### src/rtl/wb_commit_monitor.sv
// Commit monitor behind the MEM/WB buffer: time-stamps each retired register write
// into a trace FIFO, keeps run statistics and flushes the FIFO on halt before done.
module wb_commit_monitor #(
    parameter int DATA_W     = 16,
    parameter int REG_ADDR_W = 4,
    parameter int FIFO_DEPTH = 8,
    parameter int CNT_W      = 32
) (
    input  logic                  clock,
    input  logic                  reset,
    input  logic                  wb_reg_write,
    input  logic [REG_ADDR_W-1:0] wb_write_reg,
    input  logic [DATA_W-1:0]     wb_write_data,
    input  logic                  wb_r0_write,
    input  logic [DATA_W-1:0]     wb_r0_data,
    input  logic                  cpu_halt,
    input  logic                  cpu_overflow,
    output logic                  trace_valid,
    input  logic                  trace_ready,
    output logic [CNT_W-1:0]      trace_cycle,
    output logic [REG_ADDR_W-1:0] trace_reg,
    output logic [DATA_W-1:0]     trace_data,
    output logic                  trace_r0_vld,
    output logic [DATA_W-1:0]     trace_r0_data,
    output logic [CNT_W-1:0]      cycle_count,
    output logic [CNT_W-1:0]      commit_count,
    output logic [CNT_W-1:0]      drop_count,
    output logic                  overflow_seen,
    output logic                  done
);
    localparam int PTR_W = $clog2(FIFO_DEPTH);
    localparam int REC_W = CNT_W + REG_ADDR_W + DATA_W + 1 + DATA_W;

    localparam logic [1:0] ST_RUN    = 2'd0;
    localparam logic [1:0] ST_DRAIN  = 2'd1;
    localparam logic [1:0] ST_HALTED = 2'd2;

    localparam logic [CNT_W-1:0] CNT_MAX  = '1;
    localparam logic [CNT_W-1:0] CNT_ONE  = 1;
    localparam logic [PTR_W-1:0] PTR_ONE  = 1;
    localparam logic [PTR_W:0]   OCC_ONE  = 1;
    localparam logic [PTR_W:0]   OCC_FULL = (PTR_W+1)'(FIFO_DEPTH);

    logic [1:0]        state_reg;
    logic [PTR_W-1:0]  wr_ptr_reg;
    logic [PTR_W-1:0]  rd_ptr_reg;
    logic [PTR_W:0]    count_reg;
    logic [CNT_W-1:0]  cycle_reg;
    logic [CNT_W-1:0]  commit_reg;
    logic [CNT_W-1:0]  drop_reg;
    logic              overflow_reg;
    logic [REC_W-1:0]  mem [FIFO_DEPTH];

    logic              fifo_full;
    logic              fifo_empty;
    logic              capture;
    logic              pop;
    logic              push;
    logic              drop;
    logic [REC_W-1:0]  rec_in;
    logic [REC_W-1:0]  head_rec;

    assign fifo_full  = (count_reg == OCC_FULL);
    assign fifo_empty = (count_reg == '0);
    assign capture    = (state_reg == ST_RUN) && wb_reg_write;
    assign pop        = !fifo_empty && trace_ready;
    // A full FIFO still accepts a capture when the head leaves on the same edge.
    assign push       = capture && (!fifo_full || pop);
    assign drop       = capture && fifo_full && !pop;

    assign rec_in = {cycle_reg, wb_write_reg, wb_write_data, wb_r0_write,
                     (wb_r0_write ? wb_r0_data : {DATA_W{1'b0}})};

    generate
        for (genvar gi = 0; gi < FIFO_DEPTH; gi++) begin : g_entry
            always_ff @(posedge clock) begin
                if (push && (wr_ptr_reg == PTR_W'(gi))) begin
                    mem[gi] <= rec_in;
                end
            end
        end
    endgenerate

    // Storage is not reset, so the head is masked until an entry is valid.
    assign head_rec = fifo_empty ? {REC_W{1'b0}} : mem[rd_ptr_reg];

    assign trace_valid   = !fifo_empty;
    assign {trace_cycle, trace_reg, trace_data, trace_r0_vld, trace_r0_data} = head_rec;
    assign cycle_count   = cycle_reg;
    assign commit_count  = commit_reg;
    assign drop_count    = drop_reg;
    assign overflow_seen = overflow_reg;
    assign done          = (state_reg == ST_HALTED);

    always_ff @(posedge clock or negedge reset) begin
        if (!reset) begin
            state_reg    <= ST_RUN;
            wr_ptr_reg   <= '0;
            rd_ptr_reg   <= '0;
            count_reg    <= '0;
            cycle_reg    <= '0;
            commit_reg   <= '0;
            drop_reg     <= '0;
            overflow_reg <= 1'b0;
        end else begin
            if (push) begin
                wr_ptr_reg <= wr_ptr_reg + PTR_ONE;
            end
            if (pop) begin
                rd_ptr_reg <= rd_ptr_reg + PTR_ONE;
            end
            if (push && !pop) begin
                count_reg <= count_reg + OCC_ONE;
            end else if (pop && !push) begin
                count_reg <= count_reg - OCC_ONE;
            end

            if (capture && (commit_reg != CNT_MAX)) begin
                commit_reg <= commit_reg + CNT_ONE;
            end
            if (drop && (drop_reg != CNT_MAX)) begin
                drop_reg <= drop_reg + CNT_ONE;
            end

            case (state_reg)
                ST_RUN: begin
                    if (cycle_reg != CNT_MAX) begin
                        cycle_reg <= cycle_reg + CNT_ONE;
                    end
                    overflow_reg <= overflow_reg | cpu_overflow;
                    if (cpu_halt) begin
                        state_reg <= ST_DRAIN;
                    end
                end
                ST_DRAIN: begin
                    if (fifo_empty) begin
                        state_reg <= ST_HALTED;
                    end
                end
                default: state_reg <= ST_HALTED;
            endcase
        end
    end
endmodule
### config.mk
export PLATFORM = sky130hd
export DESIGN_NAME = wb_commit_monitor
export DESIGN_NICKNAME = d
export VERILOG_FILES = /design/src/rtl/wb_commit_monitor.sv
export SDC_FILE = /design/constraint.sdc
export NUM_CORES = 1
export LEC_CHECK = 0
export CAP_MARGIN = 0
export CORE_UTILIZATION = 60
export DETAILED_ROUTE_END_ITERATION = 8
export HOLD_SLACK_MARGIN = 0.03
export PLACE_DENSITY = 0.84
export SLEW_MARGIN = 20
export SYNTH_ARGS = -nofsm -noshare
export SYNTH_HDL_FRONTEND = slang
export SYNTH_SLANG_ARGS = --single-unit
### constraint.sdc
create_clock -name clock -period 10.6 [get_ports clock]
set_input_delay 2.12 -clock clock [delete_from_list [all_inputs] [get_ports clock]]
set_output_delay 2.12 -clock clock [all_outputs]
set_load 0.05 [all_outputs]
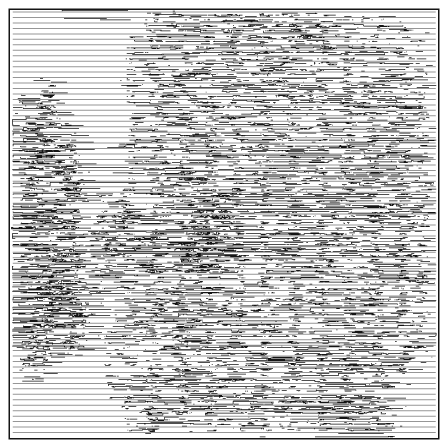
(run_1/layer_met1.png)
Supply wires on this layer in gray.
share of all routed wire = 38%
longest straight run = 90.2 um
wire length on this layer = 22.1 mm

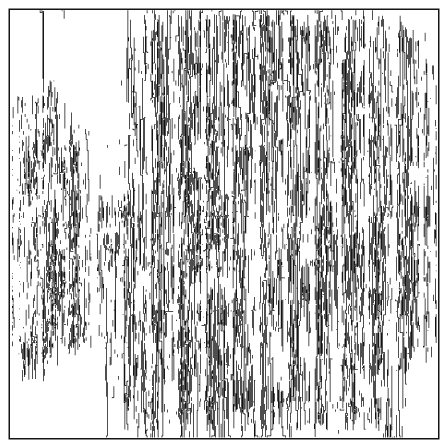
(run_1/layer_met2.png)
wire length on this layer = 29.8 mm
main direction = vertical
longest straight run = 68.5 um
share of all routed wire = 52%
DR vias: 14,100
GR Util met2: 0.443

==> results.py, run 1 <==
# Generated from Yosys and OpenROAD reports
metrics = {
    "power_and_ir_drop": {
        "p_per_area_nw_per_um2": 271,
        "leakage_nw": 10.9,
    },
    "setup_path": {
        "critPathLaunchType": "register",
        "slowest_delay_ns": 1.05,
        "cp_max_fo": 76,
    },
    "synth": {
        "post_synth_most_frequent_cells": "edfxtp_1 (552), mux4_2 (138), dfrtp_1 (109)",
        "yosysMostFrequentCell": "edfxtp_1",
        "synth_cell_types": 55,
        "synthXorXnorAreaFrac": 0.0318,
        "fp_nets": 1495,
        "top_area_frac": 0.619,
        "synth_flops": 661,
        "fa_ha_area_frac": 0.00683,
    },
    "clock_tree": {
        "cts.clk_slew.worst_paths_ns": 0.06,
        "cts_tree": "yes",
        "clock.latency.late_pin_ns": 0.59,
        "h-tree-depth": 3,
    },
    "placement": {
        "hpwl_um": 31100,
    },
    "floorplan": {
        "rows": 77,
        "fp_util": 0.606,
    },
    "finish": {
        "largest_register": "mem",
    },
    "global_routing": {
        "grt_pass1_wl_um": 87000,
        "grt_usage": 0.261,
    },
    "timing": {
        "tightestPinTransition_ns": 1.06,
        "skew_ns": 0.0271,
        "fin_crit_sh": 0.603,
        "hold_violations": 0,
        "setup_tns_ns": 0,
        "fin_crit_ns": 6.39,
        "slew_viol_final": 0,
        "slew_headroom": 0.293,
        "timing.fmax_mhz": 157,
    },
    "outcome": {
        "status": "completed",
    },
    "drt": {
        "ant_nets": 0,
    },
    "flow_run": {
        "tool_warnings": 30,
    },
}
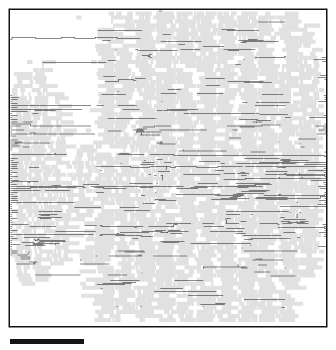
(run_1/layer_met3.png)
The bar under the picture is 50 um long. Cells faint in the background.
main direction = horizontal
longest straight run = 102 um
met3 Usage GRT: 0.0531
total wire length: 57,500 um

## run 1: cell type report
cell class | count | area (um2)
clock buffer | 89 | 1860
clock inverter | 30 | 231
fill | 2661 | 12700
inverter | 12 | 45.0
multi-input combinational | 680 | 6990
sequential | 661 | 19300
tap | 592 | 741
timing repair buffer | 226 | 2220
## run 1: routing by layer
metal	global-route usage	routed length, um
met5	0	0
met4	0.0771	1000
met3	0.0531	4680
met2	0.443	29800
met1	0.346	22100
## run 1: stage by stage
stage / utilization / power (mW) / worst slack, ns / hold slack, ns / std cells
after floorplan: - / 5.36 / 5.47 / 0.474 / 1438
after global placement: 0.664 / 6.23 / 4.81 / 0.445 / 2171
after detailed placement: 0.664 / 6.28 / 4.72 / 0.455 / 2171
after CTS: 0.712 / 8.56 / 4.08 / 0.472 / 2290
after global routing: 0.712 / 8.80 / 4.00 / 0.505 / 2290
final: 0.712 / 8.49 / 4.21 / 0.472 / 2290
## run 1: cell families after synthesis
logic type,Yosys count
DFF,661
and+or+nand+nor,337
muxes,214
xor gates and xnor gates,97
buffers and inverters,97
AOI/OAI and AO/OA,18
adders and majority gates,14
## run 1: final timing paths
check,from,to,slack [ns],depth (start not counted)
max in group asynchronous,reset,rd_ptr_reg[1],7.72,2
min,overflow_seen,overflow_seen,0.47,1
min in group asynchronous,reset,drop_count[21],1.56,1
max,rd_ptr_reg[1],trace_data[14],4.21,5
min reg2reg,overflow_seen,overflow_seen,0.47,1
max reg2reg,state_reg[1],mem[5][11],6.92,4
## run 1: placed cells by master (no fill, tap or decap), types with 10 or more instances in the layout
| cell type | count |
|---|---|
| clkbuf_16 | 69 |
| buf_4 | 16 |
| dfrtp_1 | 106 |
| clkinv_1 | 10 |
| xnor2_1 | 62 |
| nand2_1 | 45 |
| nor2_1 | 100 |
| mux4_2 | 138 |
| ha_1 | 13 |
| and3_1 | 11 |
| and2_1 | 17 |
| nor4_1 | 12 |
| clkbuf_1 | 14 |
| clkdlybuf4s50_1 | 209 |
| mux2i_1 | 70 |
| nor3_1 | 25 |
| inv_1 | 12 |
| nand3_1 | 39 |
| clkinv_2 | 11 |
| xor2_1 | 35 |
| edfxtp_1 | 552 |
| nand4_1 | 36 |
## run 1: critical path, delay by kind of cell (launching register included)
kind	cells	cell delay, ns
buf+inv	2	1.82
flops	1	1.05
mux	2	0.47
simple gates	1	0.28
## run 1: report_power, final
| group | total (mW) | switching, mW | internal [mW] |
|---|---|---|---|
| clock network | 2.25 | 0.947 | 1.31 |
| registers | 3.24 | 0.248 | 3.00 |
| logic | 3.00 | 1.82 | 1.18 |
| total | 8.49 | 3.01 | 5.48 |
==> run_1/clocks.png <==
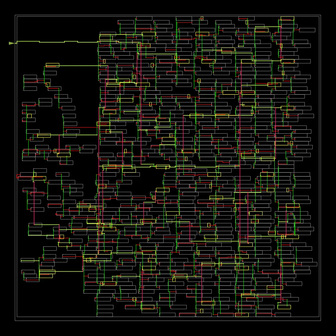

## Run 2: what changed since run 1
Settings changed: CORE_UTILIZATION 60 to 58, PLACE_DENSITY 0.84 to 0.81.
Clock period 10.6 ns to 6.4 ns, I/O delays scaled along.
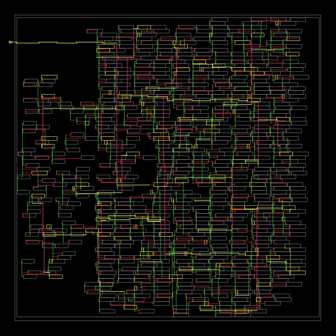
(run_2/clocks.png)
Power Clock: 3.85 mW
Sink Count: 661
Insertion Delay late pin: 0.62 ns
clock buf count: 66
flop count: 661

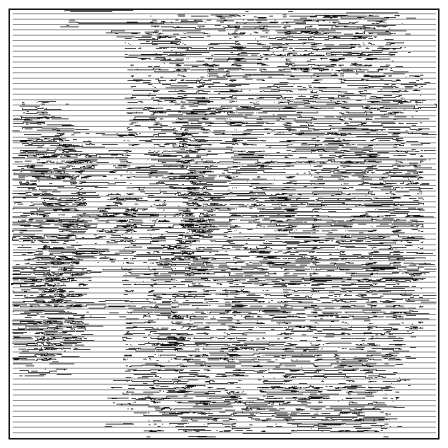
(run_2/layer_met1.png)
Supply wires on this layer in gray.
share of all routed wire = 40%
main direction = horizontal
wire length on this layer = 23.1 mm
longest straight run = 85.1 um
nets with wire on the layer = 1,585
total wire length: 57,300 um
DR vias: 14,000
GR Layer Usage met1: 0.346

==> results.py, run 2 <==
# Generated from Yosys and OpenROAD reports
metrics = {
    "synth": {
        "synth_cell_types": 55,
        "post_synth_most_frequent_cells": "edfxtp_1 (552), mux4_2 (138), dfrtp_1 (109)",
        "top_area_frac": 0.619,
        "synth_flops": 661,
        "yosysMostFrequentCell": "edfxtp_1",
        "fp_nets": 1495,
        "ys.warnings.count": 0,
    },
    "global_routing": {
        "antenna_found_initial": 0,
        "grt_pass1_wl_um": 86800,
        "grt_usage": 0.249,
        "grt_pass1_vias": 14500,
    },
    "setup_path": {
        "critPathLaunchType": "register",
        "critPathCaptureType": "output port",
        "crit_family": "buffers and inverters",
        "cp_max_fo": 41,
        "arrival_ns": 3.80,
        "reg2reg_slack_ns": 2.95,
        "slowest_delay_ns": 1.02,
        "crit_buf_inv": 2,
    },
    "floorplan": {
        "fp_util": 0.588,
        "rows": 78,
    },
    "timing": {
        "slew_headroom": 0.239,
        "fin_crit_sh": 0.794,
        "hold_violations": 0,
        "skew_ns": 0.0164,
        "tightestPinTransition_ns": 1.14,
        "timing.fmax_mhz": 197,
        "setup_tns_ns": 0,
        "timing.final.ws_setup_ns": 1.32,
        "slew_viol_final": 0,
        "fin_crit_ns": 5.08,
    },
    "placement": {
        "post_dp_cell_area_um2": 29400,
        "hpwl_um": 32300,
        "place_ws_ns": 1.71,
    },
    "power_and_ir_drop": {
        "total_power_mw": 14.2,
        "p_per_area_nw_per_um2": 451,
        "leakage_nw": 10.9,
    },
    "finish": {
        "largest_register": "mem",
        "fill_cells": 2844,
        "lay_top_cells": "edfxtp_1 (552), clkdlybuf4s50_1 (209), mux4_2 (138)",
    },
    "clock_tree": {
        "cts_tree": "yes",
        "h-tree-depth": 2,
        "cts.clk_slew.worst_paths_ns": 0.06,
    },
    "flow_run": {
        "tool_warnings": 30,
        "cap_violations": 0,
    },
    "outcome": {
        "status": "completed",
    },
    "drt": {
        "ant_nets": 0,
    },
}
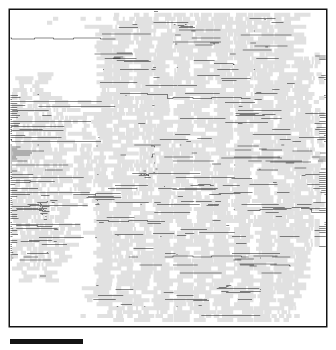
(run_2/layer_met3.png)
The bar under the picture is 50 um long. Cells faint in the background.
share of all routed wire = 7.6%
wire length on this layer = 4,330 um
longest straight run = 62.3 um

-- run 2: layer usage --
layer	share of wire	global-route usage	wire length, um	vias to the layer above
li1	-	-	-	6072
met1	0.40	0.346	23100	7191
met2	0.50	0.411	28500	616
met3	0.076	0.0458	4330	93
met4	0.023	0.0664	1290	0
met5	0	0	0	-
-- run 2: final timing paths --
| path | depth (start not counted) | from | endpoint |
|---|---|---|---|
| max | 5 | rd_ptr_reg[0] | trace_r0_vld |
| min | 1 | overflow_seen | overflow_seen |
| min in group asynchronous | 1 | reset | drop_count[31] |
| max reg2reg | 4 | state_reg[1] | mem[7][12] |
| min reg2reg | 1 | overflow_seen | overflow_seen |
| max in group asynchronous | 2 | reset | commit_count[6] |
-- run 2: logic make-up (layout without fill, tap and decap cells) --
| group | count (synthesis) | count (layout) | share of synthesized area |
|---|---|---|---|
| buffers and inverters | 97 | 362 | 0.0191 |
| adders and majority gates | 14 | 14 | 0.00683 |
| DFF | 661 | 661 | 0.721 |
| xor gates and xnor gates | 97 | 97 | 0.0318 |
| and+or+nand+nor | 337 | 337 | 0.0698 |
| AOI/OAI and AO/OA | 18 | 18 | 0.00608 |
| muxes | 214 | 214 | 0.145 |
-- run 2: final cells by class --
class	instances	area, um2	area share
clock inverter	46	563	0.0178
sequential	661	19300	0.612
tap	600	751	0.0238
clock buffer	66	1570	0.0496
multi-input combinational	680	6990	0.221
timing repair buffer	238	2350	0.0743
inverter	12	45.0	0.00143
-- run 2: power by group --
| group | internal, mW | leakage, nW | switching [mW] | total (mW) |
|---|---|---|---|---|
| Combinational | 1.98 | 3.42 | 3.04 | 5.03 |
| Clock | 2.28 | 1.03 | 1.57 | 3.85 |
| Sequential | 4.96 | 6.50 | 0.387 | 5.35 |
-- run 2: per-stage QoR --
| stage | hold WS [ns] | utilization | instances |
|---|---|---|---|
| global placement | 0.444 | 0.647 | 2191 |
| finish | 0.466 | 0.694 | 2303 |
| detailed placement | 0.448 | 0.647 | 2191 |
| CTS | 0.462 | 0.694 | 2303 |
| global route | 0.478 | 0.694 | 2303 |
| floorplan | 0.474 | - | 1438 |
No activity file was given, so power comes from the tool's default toggle rates.
